### config.mk
export PLATFORM = sky130hd
export DESIGN_NAME = coffee_brew_seq
export DESIGN_NICKNAME = d
export VERILOG_FILES = /design/src/rtl/coffee_brew_seq_pkg.sv /design/src/rtl/coffee_brew_seq_phase_timer.sv /design/src/rtl/coffee_brew_seq.sv
export SDC_FILE = /design/constraint.sdc
export NUM_CORES = 1
export LEC_CHECK = 0
export CORE_UTILIZATION = 40
export CTS_BUF_LIST = sky130_fd_sc_hd__clkbuf_4 sky130_fd_sc_hd__clkbuf_8 sky130_fd_sc_hd__clkbuf_16
export DETAILED_ROUTE_END_ITERATION = 8
export DONT_BUFFER_PORTS = 1
export PLACE_DENSITY_LB_ADDON = 0.2
export SLEW_MARGIN = 20
export SYNTH_ARGS = -nofsm -noshare
export SYNTH_HDL_FRONTEND = slang
export SYNTH_SLANG_ARGS = --single-unit
### constraint.sdc
create_clock -name clk -period 2 [get_ports clk]
set_input_delay 0.2 -clock clk [delete_from_list [all_inputs] [get_ports clk]]
set_output_delay 0.2 -clock clk [all_outputs]
set_load 0.03 [all_outputs]
### src/rtl/coffee_brew_seq_pkg.sv
// Shared definitions for the brew sequencer: state encodings, product codes, default phase lengths.
package coffee_brew_seq_pkg;

  typedef enum logic [2:0] {
    S_IDLE  = 3'd0,
    S_GRIND = 3'd1,
    S_BREW  = 3'd2,
    S_MILK  = 3'd3,
    S_DONE  = 3'd4,
    S_ABORT = 3'd5,
    S_CLEAN = 3'd6
  } state_e;

  // Product codes are shared with the vending FSM
  localparam logic [1:0] PROD_NONE = 2'b00;
  localparam logic [1:0] PROD_ESP  = 2'b01;
  localparam logic [1:0] PROD_DBL  = 2'b10;
  localparam logic [1:0] PROD_CAP  = 2'b11;

  localparam int DEF_GRIND_CYC   = 4;
  localparam int DEF_BREW_CYC    = 8;
  localparam int DEF_MILK_CYC    = 6;
  localparam int DEF_CLEAN_EVERY = 3;
  localparam int DEF_CLEAN_CYC   = 5;

  function automatic int max2(input int a, input int b);
    return (a > b) ? a : b;
  endfunction

endpackage

### src/rtl/coffee_brew_seq_phase_timer.sv
// Loadable down-counter with a zero flag; holds at zero until reloaded.
module phase_timer #(
  parameter int W = 4
) (
  input  logic         clk,
  input  logic         rst,
  input  logic         load,
  input  logic [W-1:0] load_val,
  output logic         zero
);

  logic [W-1:0] cnt;

  always_ff @(posedge clk) begin
    if (rst)        cnt <= '0;
    else if (load)  cnt <= load_val;
    else if (!zero) cnt <= cnt - 1'b1;
  end

  assign zero = (cnt == '0);

endmodule

### src/rtl/coffee_brew_seq.sv
// Brew sequencer: steps grinder/pump/milk through fixed phases after a paid start.
// Optional periodic clean cycle enabled by defining COFFEE_CLEAN_EN.
module coffee_brew_seq
  import coffee_brew_seq_pkg::*;
#(
  parameter int GRIND_CYC   = DEF_GRIND_CYC,
  parameter int BREW_CYC    = DEF_BREW_CYC,
  parameter int MILK_CYC    = DEF_MILK_CYC,
  parameter int CLEAN_EVERY = DEF_CLEAN_EVERY,
  parameter int CLEAN_CYC   = DEF_CLEAN_CYC
) (
  input  logic       clk,
  input  logic       rst,
  input  logic       start,
  input  logic [1:0] product,
  input  logic       cup_present,
  output logic       grind_on,
  output logic       pump_on,
  output logic       milk_on,
  output logic       busy,
  output logic       done,
  output logic       fault,
  output logic [2:0] state
);

  // Timer must hold the longest phase; the double shot normally dominates
  localparam int MAX_LEN = max2(max2(2*BREW_CYC, GRIND_CYC), max2(MILK_CYC, CLEAN_CYC));
  localparam int CW      = $clog2(MAX_LEN + 1);

  // Counter loads length-1 so a phase lasts exactly its length in cycles
  localparam logic [CW-1:0] G_LD   = CW'(GRIND_CYC - 1);
  localparam logic [CW-1:0] B_LD   = CW'(BREW_CYC - 1);
  localparam logic [CW-1:0] DBL_LD = CW'(2*BREW_CYC - 1);
  localparam logic [CW-1:0] M_LD   = CW'(MILK_CYC - 1);
  localparam logic [CW-1:0] C_LD   = CW'(CLEAN_CYC - 1);

  state_e          st, nxt;
  logic [1:0]      prod_q;
  logic            ld, zero;
  logic [CW-1:0]   ld_val;

`ifdef COFFEE_CLEAN_EN
  localparam int DCW = max2(2, $clog2(CLEAN_EVERY + 1));
  logic [DCW-1:0] drink_cnt;
  logic           clean_due;
  assign clean_due = (drink_cnt == DCW'(CLEAN_EVERY - 1));
`endif

  phase_timer #(.W(CW)) u_timer (
    .clk      (clk),
    .rst      (rst),
    .load     (ld),
    .load_val (ld_val),
    .zero     (zero)
  );

  always_ff @(posedge clk) begin
    if (rst) begin
      st     <= S_IDLE;
      prod_q <= PROD_NONE;
    end else begin
      st <= nxt;
      if (st == S_IDLE && nxt == S_GRIND) prod_q <= product;
    end
  end

`ifdef COFFEE_CLEAN_EN
  always_ff @(posedge clk) begin
    if (rst)                       drink_cnt <= '0;
    else if (st == S_DONE)         drink_cnt <= drink_cnt + 1'b1;
    else if (st == S_CLEAN && zero) drink_cnt <= '0;
  end
`endif

  always_comb begin
    nxt    = st;
    ld     = 1'b0;
    ld_val = '0;
    unique case (st)
      S_IDLE:
        if (start && cup_present && product != PROD_NONE) begin
          nxt = S_GRIND; ld = 1'b1; ld_val = G_LD;
        end
      S_GRIND:
        if (!cup_present) nxt = S_ABORT;
        else if (zero) begin
          nxt = S_BREW; ld = 1'b1; ld_val = (prod_q == PROD_DBL) ? DBL_LD : B_LD;
        end
      S_BREW:
        if (!cup_present) nxt = S_ABORT;
        else if (zero) begin
          if (prod_q == PROD_CAP) begin
            nxt = S_MILK; ld = 1'b1; ld_val = M_LD;
          end else nxt = S_DONE;
        end
      S_MILK:
        if (!cup_present) nxt = S_ABORT;
        else if (zero) nxt = S_DONE;
      S_DONE: begin
`ifdef COFFEE_CLEAN_EN
        if (clean_due) begin
          nxt = S_CLEAN; ld = 1'b1; ld_val = C_LD;
        end else nxt = S_IDLE;
`else
        nxt = S_IDLE;
`endif
      end
      S_ABORT:
        if (cup_present && !start) nxt = S_IDLE;
`ifdef COFFEE_CLEAN_EN
      S_CLEAN:
        if (zero) nxt = S_IDLE;
`endif
      default: nxt = S_IDLE;
    endcase
  end

  // Actuators decode from state only, so at most one is ever on
  assign grind_on = (st == S_GRIND);
  assign pump_on  = (st == S_BREW) || (st == S_CLEAN);
  assign milk_on  = (st == S_MILK);
  assign busy     = (st != S_IDLE);
  assign done     = (st == S_DONE);
  assign fault    = (st == S_ABORT);
  assign state    = st;

endmodule

Fig. 1: run 1, wires at chosen ports, followed through buffers
Scale: 10 px per um.
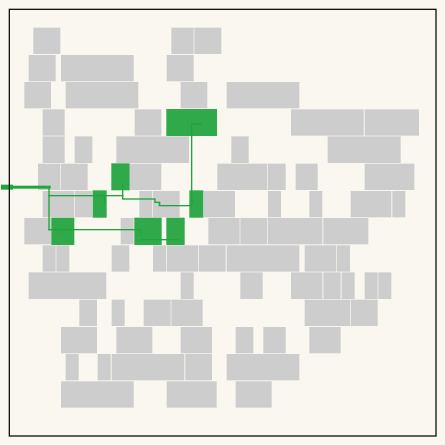
Key: cup_present = green [direction input, end cells 7, wire 47.5 um]

Fig. 2: run 1, where the registers sit
Scale: 10 px per um. Other cells in grey.
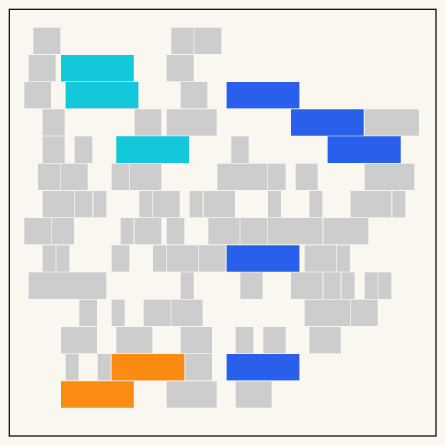
Key: u_timer.cnt = blue [flops 5]; prod_q = orange [flops 2]; state = cyan [flops 3]

==> run notes, run 1 <==
Item: results of the latest flow run.

- The flow ran to the end, but the final reports show violations.
- The checks that failed: hold timing.
- The net count of the mapped netlist is 82.
- In the final layout, flip-flops and latches occupy 200 um2.
- Per STA, the endpoint of the critical path is u_timer.cnt[1].
- The largest net degree at the start of global routing is 11.
- In this run, the synthesized area fraction spent on adder and majority cells is recorded as 3.81%.
- The timing report lists the critical path depth as 6 cells.
- The library cell used most frequently in the layout, excluding fill and tap cells, is sky130_fd_sc_hd__dfxtp_1.
- In this run the most used layer during global routing was met2.
- In the routed layout, each cell is associated on average with a via count of 5.73.
- The share of Yosys cell area claimed by the top area cell type is 30.5%.
- In this run the deepest clock path goes through 2 buffers.
- The fraction of synthesized cell area in xor and xnor cells is 4.00%.
- The sum of met2 wire segment lengths after detailed routing is 702 um.
- With fillers left out, the area of the finished cells amounts to 768 um2.
- Summed over all sequential cells, the power is 309 uW.
- The dominant cell by count in the synthesized netlist is sky130_fd_sc_hd__dfxtp_1.
- The critical path is of the reg -> reg type.
- Synthesis handed over a netlist of 74 instances.
- Tap insertion was completed with 16 tapcells.
- Summed over all nets, the switching power comes to 397 uW.
- The final-layout clock buffer total is 4.
- The multiplexer area fraction after synthesis is 4.76%.
- The layout buffer count excluding clock buffers is 9.
- The area growth from synthesis to layout is 17.0%.
- The number of antenna violations at the first check in global routing is 0.
- The cell family contributing the most delay on the critical path is simple AND/OR/NAND/NOR gates.
- The post-synthesis async set-or-reset flop share is 0%.
- The final critical delay including setup and external delays is 1870 ps.
- The placed instances occupy a cell area of 722 um2.
- The synthesis report lists the Yosys warning total as 0.
- The post-detailed-routing wire length is 1430 um.
- Per report_power, the sequential group accounts for 30.3% of the total.
- The post-CTS setup buffer count is 0.
- The post-synth design cell area is 657 um2.
- The final hold violation count is 1.
- The biggest area contributor in the post-synthesis netlist is sky130_fd_sc_hd__dfxtp_1.
- The overall die area is 1810 um2.
- The post-DP HPWL is 1030 um.
- The commonest register cell after synthesis is sky130_fd_sc_hd__dfxtp_1.
- The latest clock arrival within the worst-skew pair is 270 ps.
- The sequential area share after synthesis is 30.5%.
- The part of the total power dissipated in the clock network is 18.4%.
- In the synthesized netlist, the cells that appear most often are 10 x sky130_fd_sc_hd__dfxtp_1, 9 x sky130_fd_sc_hd__nor2_1, 6 x sky130_fd_sc_hd__a21oi_1, 5 x sky130_fd_sc_hd__nand2_1, 4 x sky130_fd_sc_hd__inv_1.
- The first global-routing pass estimated 2360 um of wire.
- Across all layers, the routed design uses 579 vias.
- The worst hold path stage count is 1.
- According to the floorplan log, the row count is 14.
- Setup repair after global routing left no endpoint under its margin.
- The fraction of layout instances using a drive strength above 1 is 24.7%.
- The final clock period utilization by the worst path is 93.7%.
- The aggregate global-route resource usage is 17.3%.
- Hold timing on the final database bottoms out at a slack of -0.0502 ps.
- The total overflow left after global routing is 0.
- The clock sink total is 10.
- The final total power is 1.02 mW.
- Per the synth log, the flip-flop and latch total comes to 10.
- In the per-layer summary, the met1 wirelength comes to 648 um.
- The layout has 4 inverters outside the clock class.
- The power per cell area is 1320 nW/um2.
- The OpenROAD warning count is 27.
- The congestion estimate from routability-driven global placement came to 0.731.
- The buffering overhead is 9.12%.
- The net count of the finished layout is 94.
- The cell-mix breakdown from Yosys lists the compound-gate area share as 18.3%.
- Multi-input combinational cells in the finished layout were counted as 58.
- The synthesis run identifies the leading combinational cell family as simple AND/OR/NAND/NOR gates.
- The total of max-cap violations is 0.
- The number of remaining DRC errors is 0.
- The largest power group is combinational logic.
- CTS built an H-tree with a depth of 1.
- The post-synth tally of flip-flops with integrated enable is 0.
Fig. 3: run 1, selected gate families
Scale: 12 px per um.
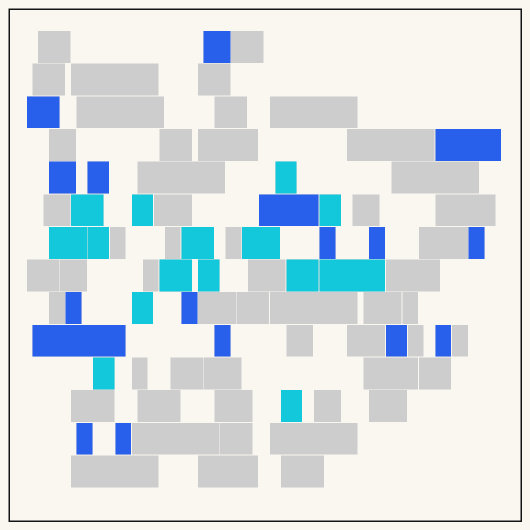
Key: nor cells = blue [cells 17]; aoi and oai cells = cyan [cells 15]

==> inputs of run 2 (changes only) <==
--- a/config.mk
+++ b/config.mk
@@ -5,9 +5,10 @@
 export SDC_FILE = /design/constraint.sdc
 export NUM_CORES = 1
 export LEC_CHECK = 0
-export CORE_UTILIZATION = 40
+export CORE_AREA = 2 2 39 41
 export CTS_BUF_LIST = sky130_fd_sc_hd__clkbuf_4 sky130_fd_sc_hd__clkbuf_8 sky130_fd_sc_hd__clkbuf_16
 export DETAILED_ROUTE_END_ITERATION = 8
+export DIE_AREA = 0 0 41 43
 export DONT_BUFFER_PORTS = 1
 export PLACE_DENSITY_LB_ADDON = 0.2
 export SLEW_MARGIN = 20
Fig. 4: run 2, where the registers sit
Scale: 8 px per um. Other cells in grey.
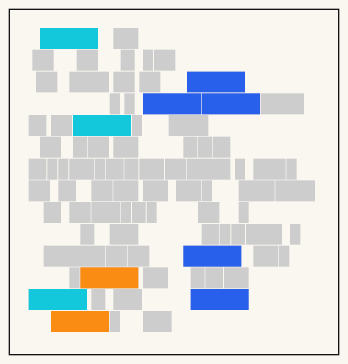
Key: prod_q = orange [flops 2]; u_timer.cnt = blue [flops 5]; state = cyan [flops 3]

Fig. 5: run 2, cell density map
Scale: 6 px per um. 8 x 9 tiles, from dark purple (low) to yellow (high), 0 to 100% covered.
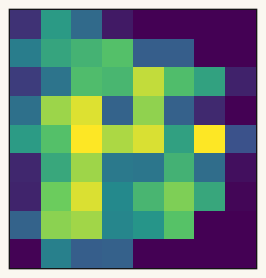
19% of the tiles are over 75% full. The emptiest ninth of the die: north-east. The fullest tile reaches 100%.

==> run 2 against run 1 <==
The run now ends clean. Global-route usage is 3.5 points higher. Clock power fell by 27%. Worst hold slack gained 3.1 ps. Maximum frequency rose by 0.32%. Sequential share of layout area up 0.13 points. Sequential power is essentially flat. Synthesized cell count unchanged. Largest power group unchanged.
==> run notes, run 2 <==
Item: results of the latest flow run.

- The path type of the worst setup path is reg -> reg.
- After floorplanning, the core was divided into 14 placement rows.
- After detailed routing, the met2 layer carries 745 um of wire.
- In this build the clock could be raised as far as 535 MHz.
- The post-synthesis share of cell area spent on and-or and or-and gates is 18.3%.
- The area taken by flip-flops and latches is 200 um2.
- The buffering overhead is 10.5%.
- The vias per cell is 5.94.
- STA lists the startpoint of the worst register-to-register path as u_timer.cnt[0].
- Across all stage logs, warnings added up to 27.
- The layout has 4 inverters outside the clock class.
- The clock tree has to reach 10 sinks.
- The number of synthesized register bits is 10.
- By instance count after routing, the leading logic cell types are 10 x sky130_fd_sc_hd__dfxtp_1, 9 x sky130_fd_sc_hd__nor2_1, 8 x sky130_fd_sc_hd__buf_4.
- Detailed placement finished with a half-perimeter wire length of 1130 um.
- The script parses the final routing iteration and logs DRC violations as 0.
- No sink is reached through more buffers than the 2 on the longest clock path.
- The placement stage leaves a total instance area of 722 um2.
- By count the netlist is led by 10 x sky130_fd_sc_hd__dfxtp_1, 9 x sky130_fd_sc_hd__nor2_1, 6 x sky130_fd_sc_hd__a21oi_1, 5 x sky130_fd_sc_hd__nand2_1, 4 x sky130_fd_sc_hd__inv_1.
- The final net count is 95.
- The power report lists the sequential group at 307 uW.
- The commonest register cell after synthesis is sky130_fd_sc_hd__dfxtp_1.
- The leftover overflow at the end of global routing is 0.
- In this run, the clock network consumes 14.1% of the power.
- The number of antenna violations at the first check in global routing is 0.
- The final-layout clock buffer total is 3.
- The overall die area is 1760 um2.
- Routability-driven placement finished with a final weighted congestion of 0.734.
- The synthesized design contains 0 enable-type register cells.
- The count of synthesis-stage warnings from yosys is 0.
- The multiplexer area fraction after synthesis is 4.76%.
- After layout, the design draws a total of 970 uW.
- According to the cell report, the number of logic gates is 58.
- The total of max-cap violations is 0.
- The mapped netlist covers 657 um2.
- The clock root buffer is sky130_fd_sc_hd__clkbuf_4.
- Once the floorplan was initialized, standard cells occupied 47.5% of the core.
- The clock transition at the register clock pins on the worst setup and hold paths after CTS is 60 ps.
- The first global-routing pass estimated 2460 um of wire.
- met3 track demand over resource after global routing is 5.76%.
- The floorplan report lists the tap cell count as 16.
- The biggest slice of the total power is consumed by combinational logic.
- Compared with the post-synthesis result, the final layout area differs by 16.4%.
- The largest net degree at the start of global routing is 10.
- Once the clock tree was built, the setup fixing pass inserted 0 buffers.
- The net count of the mapped netlist is 82.
- The fraction of synthesized cell area in xor and xnor cells is 4.00%.
- Along the worst hold path, the cell count comes to 1.
- There are 10 flip-flops and latches.
- Counting buffers and inverters, the worst setup path is 6 cells deep.
- In this run the power spent charging and discharging nets is 390 uW.
- Switching power as a fraction of the total was reported as 40.2%.
- The final critical delay including setup and external delays is 1870 ps.
- The worst-case clock skew is 2.31 ps.
- Summed over all routing layers, the global router reports a total usage of 20.9%.
- The post-route report lists met1 wire length as 606 um.
- The count of H-tree levels built during CTS is 1.
- The number of vias in the routed layout is 600.
- The dominant cell by count in the synthesized netlist is sky130_fd_sc_hd__dfxtp_1.
- The prevailing logic family in the synthesized netlist is simple AND/OR/NAND/NOR gates.
- Together, buffers and inverters on the worst path number 1.
- The post-synthesis instance total is 74.
- The share of Yosys cell area claimed by the top area cell type is 30.5%.
- STA puts the critical path data arrival time at 2050 ps.
- The fraction of cell area in multi-input combinational cells is reported as 55.8%.
- Wires add up to 1510 um.
- The final timing report counts setup violations totalling 0.
- The cell type group with the largest total delay on the critical path is simple AND/OR/NAND/NOR gates.
- The power per cell area is 1270 nW/um2.
- The final clock period utilization by the worst path is 93.4%.
- The layout buffer count excluding clock buffers is 10.
- The final hold violation count is 0.
- The finished cells cover 764 um2.
- Per report_power, the Clock row totals 136 uW.
- The global router reports that the layer with the highest usage is met2.
- The cell type that accounts for the most area after synthesis is sky130_fd_sc_hd__dfxtp_1.
- In this run, the synthesized area fraction spent on adder and majority cells is recorded as 3.81%.
- The end point of the critical path is u_timer.cnt[1].
- Per the final layout report, the fraction of cells sized above drive strength 1 comes to 23.5%.
- The sequential area share after synthesis is 30.5%.
- The run finished with clean final reports.
- The setup slack of the critical path after layout is 132 ps.
- The min-delay analysis places its worst path in the category in -> reg.
- For the worst min-delay path, the startpoint reported by OpenROAD is rst.
- Hold timing on the final database bottoms out at a slack of 3.09 ps.
- Per the skew report, the later register of the worst-skew pair sees a clock latency of 260 ps.
- Registers are responsible for 31.6% of the overall power.
- The post-synthesis async set-or-reset flop share is 0%.
- The most instantiated logic cell after routing is sky130_fd_sc_hd__dfxtp_1.
- Prior to clock tree synthesis, the placed netlist has a worst setup slack of 133 ps.
- Setup repair after global routing left no endpoint under its margin.
- The final core utilization is 55.2%.
Power figures rest on the tool's default switching activity, not on a simulated workload.
